Run 1, clock wiring as the flow saved it:
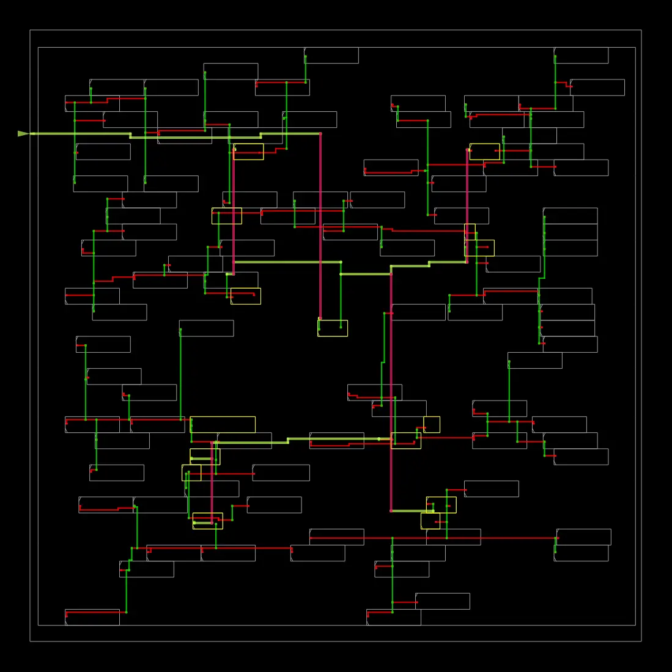
Run 1, cells colored by class:
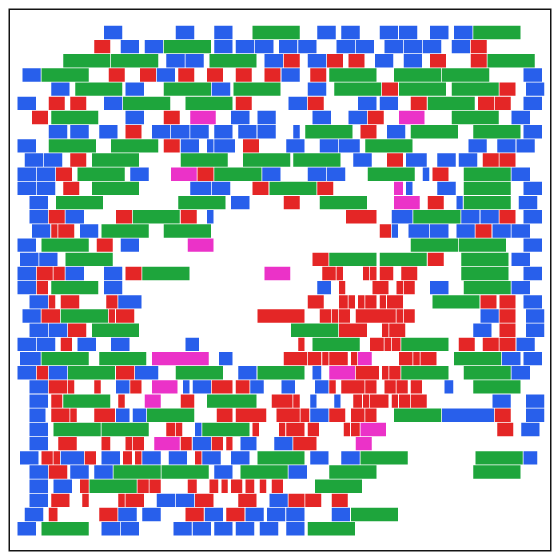
Run 1, clock wires, drivers and flops:
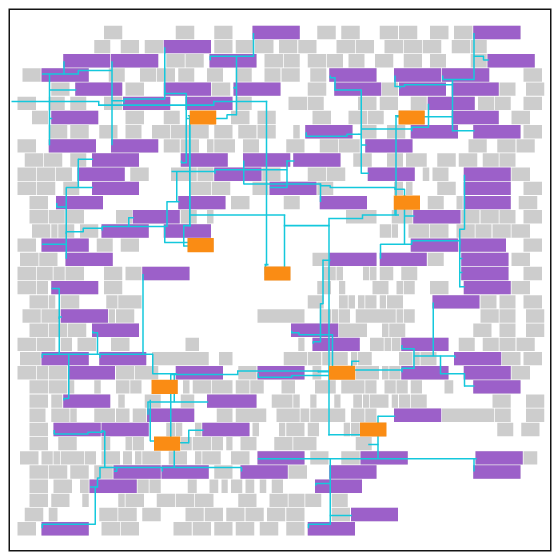
Design enc_3nrm_arbiter, sky130hd; sources not shown.
==> flow_summary_export.csv <==
group,metric,value,unit
outcome,status,"completed",
worst_setup_path,critPathSlowestCell,"clkdlybuf4s50_1",
yosys,xor_share,1.79,%
placed_design,dp.final_hpwl,7920,um
routing,drt-total-wl,11000,um
final_layout,ff_count,93,
timing,whs,0.479,ns
timing,fmax,333,MHz
floorplanning,fp_util,39.6,%
job,tool_warnings,30,
grt,grtUsageMet1,27.8,%
clocking,cts_buffer_depth,2,
timing,hold_violations,0,
yosys,mappedNetlistNets,421,
yosys,synth_top_area_share,58.7,%
worst_setup_path,cp_max_fo,4,
final_layout,logic_area,1440,um2
final_layout,fin_cells,655,
yosys,synthCells,313,
grt,track_usage,21.5,%
clocking,clockRootBuffer,"clkbuf_8",
routing,vias_per_cell,5.10,
worst_setup_path,path_delay_family,"buffers and inverters",
clocking,numCtsBuffers,9,
placed_design,io_buffer_count,187,
clocking,cts_sinks,93,
yosys,ys_cells,313,
yosys,syn_avg_cell_area,12.5,um2
yosys,simple_gate_share,8.04,%
worst_setup_path,path_buffers,3,
yosys,synth.distinct_cells,38,
worst_setup_path,cp.depth,5,
routing,drtIter0Drc,147,
worst_setup_path,critPathKind,"in -> out",
floorplanning,nWellTaps,133,
grt,use_met3,4.53,%
yosys,top_area_cell,"dfrtp_1",
final_layout,comb_share,22.9,%
worst_setup_path,ff2ff_path_depth,8,
final_layout,regArea,2330,um2
routing,route.met3.wl,567,um
final_layout,drive_gt1_share,8.81,%
worst_setup_path,ff2ff_setup_slack,0.61,ns
floorplanning,io_pins,189,
yosys,synthAdderAreaFrac,1.91,%
final_layout,clk_share,3.15,%
timing,post-route-min-period,3.01,ns
final_layout,comb_cells,183,
clocking,htreeDepth,3,
final_layout,largest_reg_flops,64,
routing,wl_met1,4790,um
final_layout,layout_top_cells,"180 x clkdlybuf4s50_1, 92 x dfrtp_1, 64 x a22o_1",
floorplanning,dieArea,10700,um2
timing,finalSetupViolCount,0,
worst_setup_path,worstPathCellList,"clkdlybuf4s50_1, a21boi_1, buf_4, and2_4, clkdlybuf4s15_2",
timing,final_max_slew_viol_count,0,
yosys,yosysChipArea,3920,um2
final_layout,nFillCells,796,
clocking,ctsResizeCount,16,
final_layout,nNetsFinal,626,
timing,final.setup.tns,0,ns
yosys,ys_sh_mux,3.25,%
power_and_ir_drop,p_per_area,975,nW/um2
timing,worst_slack,0.0433,ns
yosys,synth_flops,93,
timing,slew-limit-headroom,61.9,%
floorplanning,die_w,104,um
yosys,syn_area,3920,um2
yosys,ys_seq_share,59.4,%
final_layout,inv_count,15,
power_and_ir_drop,power_leader,"combinational cells",
placed_design,dp_cells,634,
routing,routed.top_layer,"met4",
worst_setup_path,worstSetupStartpointType,"input pin",
clocking,cts_setup_buffers,4,
final_layout,lay_top_count,"clkdlybuf4s50_1",
final_layout,syn_to_final_growth,60.1,%
grt,grt_pass1_vias,3330,
routing,wl_met2,5470,um
worst_setup_path,critical_path_required,2.13,ns
timing,period_used_share,98.6,%
placed_design,placed_cell_area,5980,um2
yosys,synth_warnings,0,
final_layout,num_antenna_cells,0,
power_and_ir_drop,internal_power,4.01,mW
yosys,async_flop_share,100,%
yosys,ys.flop_type,"dfrtp_1",
floorplanning,die_h,104,um
yosys,synthMostInstantiatedCell,"dfrtp_1",
yosys,compound_area_share,20.8,%
worst_setup_path,slowest_delay,0.54,ns
final_layout,dominant-cell-class,"sequential cells",
power_and_ir_drop,power_sequential,2.16,mW
yosys,common_cells,"92 x dfrtp_1, 64 x a22o_1, 19 x and2_1, 19 x nand2_1, 15 x inv_1",
power_and_ir_drop,max-vdd-ir-drop,0.000564,V
power_and_ir_drop,switching_share,34.4,%
routing,ant_nets,0,
power_and_ir_drop,seqPwrFrac,35.2,%
final_layout,nonClkBufAreaFrac,33.3,%
clocking,cts_tree,"built",
routing,wl_per_cell,16.8,um
yosys,topCellsByArea,"dfrtp_1 59%, a22o_1 14%, and2_1 3.0%, mux2i_1 2.3%, a222oi_1 2.0%",
hold_path,min_delay_path_depth,2,
grt,grt_use_met2,33.8,%
power_and_ir_drop,comb_power_share,51.1,%
power_and_ir_drop,pg_comb,3.12,mW
yosys,logic_family,"AND-OR/OR-AND gates",
clocking,cts.hold.buffers_added,0,
clocking,cts.clk_slew.worst_paths,0.09,ns
hold_path,hold_path.class,"reg -> reg",
placed_design,place_ws,-0.931,ns
routing,vias,3343,
worst_setup_path,arrival,2.09,ns
job,timing.max_cap.violations,0,
final_layout,signal_buffers,216,
grt,busiest_layer,"met2",
routing,drtPass1Iterations,5,
grt,grt_pass1_wl,17500,um
timing,tightest_slew,0.571,ns
grt,overflow,0,
power_and_ir_drop,p_total,6.12,mW
power_and_ir_drop,p_leak,2.83,nW
grt,antenna_found_initial,0,
yosys,edf_count,0,
routing,drc,0,
power_and_ir_drop,p_switching,2.11,mW
grt,grt_max_degree,55,
worst_setup_path,crit_path_end_kind,"primary output",
placed_design,gp_congestion,0.769,
Back to the opening pictures, 'clock wiring as the flow saved it':
# clk buffers: 10
Worst Skew: 0.0117 ns
clock network power: 0.838 mW

Back to the opening pictures, 'cells colored by class':
Magenta marks clock drivers and dummy loads, cells 15, share of their area 3.2%. Green marks sequential cells, cells 93, share of their area 38%. Red marks combinational and other logic, cells 198, share of their area 24%. Blue marks remaining buffers and delay cells, cells 216, share of their area 34%.
sequential cell area share: 37.1%
row cnt: 36
cell area after layout: 6280 um2
Finished Core Util: 63.3%
Core ar.: 9910 um2

Back to the opening pictures, 'clock wires, drivers and flops':
Orange marks clock drivers, count 9. Purple marks flip-flops, count 93. Cyan marks clock wires, length 1,120 um.
Position of the flops: all over the die. There are 10 routed clock nets.
clk latency late pin: 0.37 ns
Clk network pwr share: 13.7%

No activity file was given, so power comes from the tool's default toggle rates.
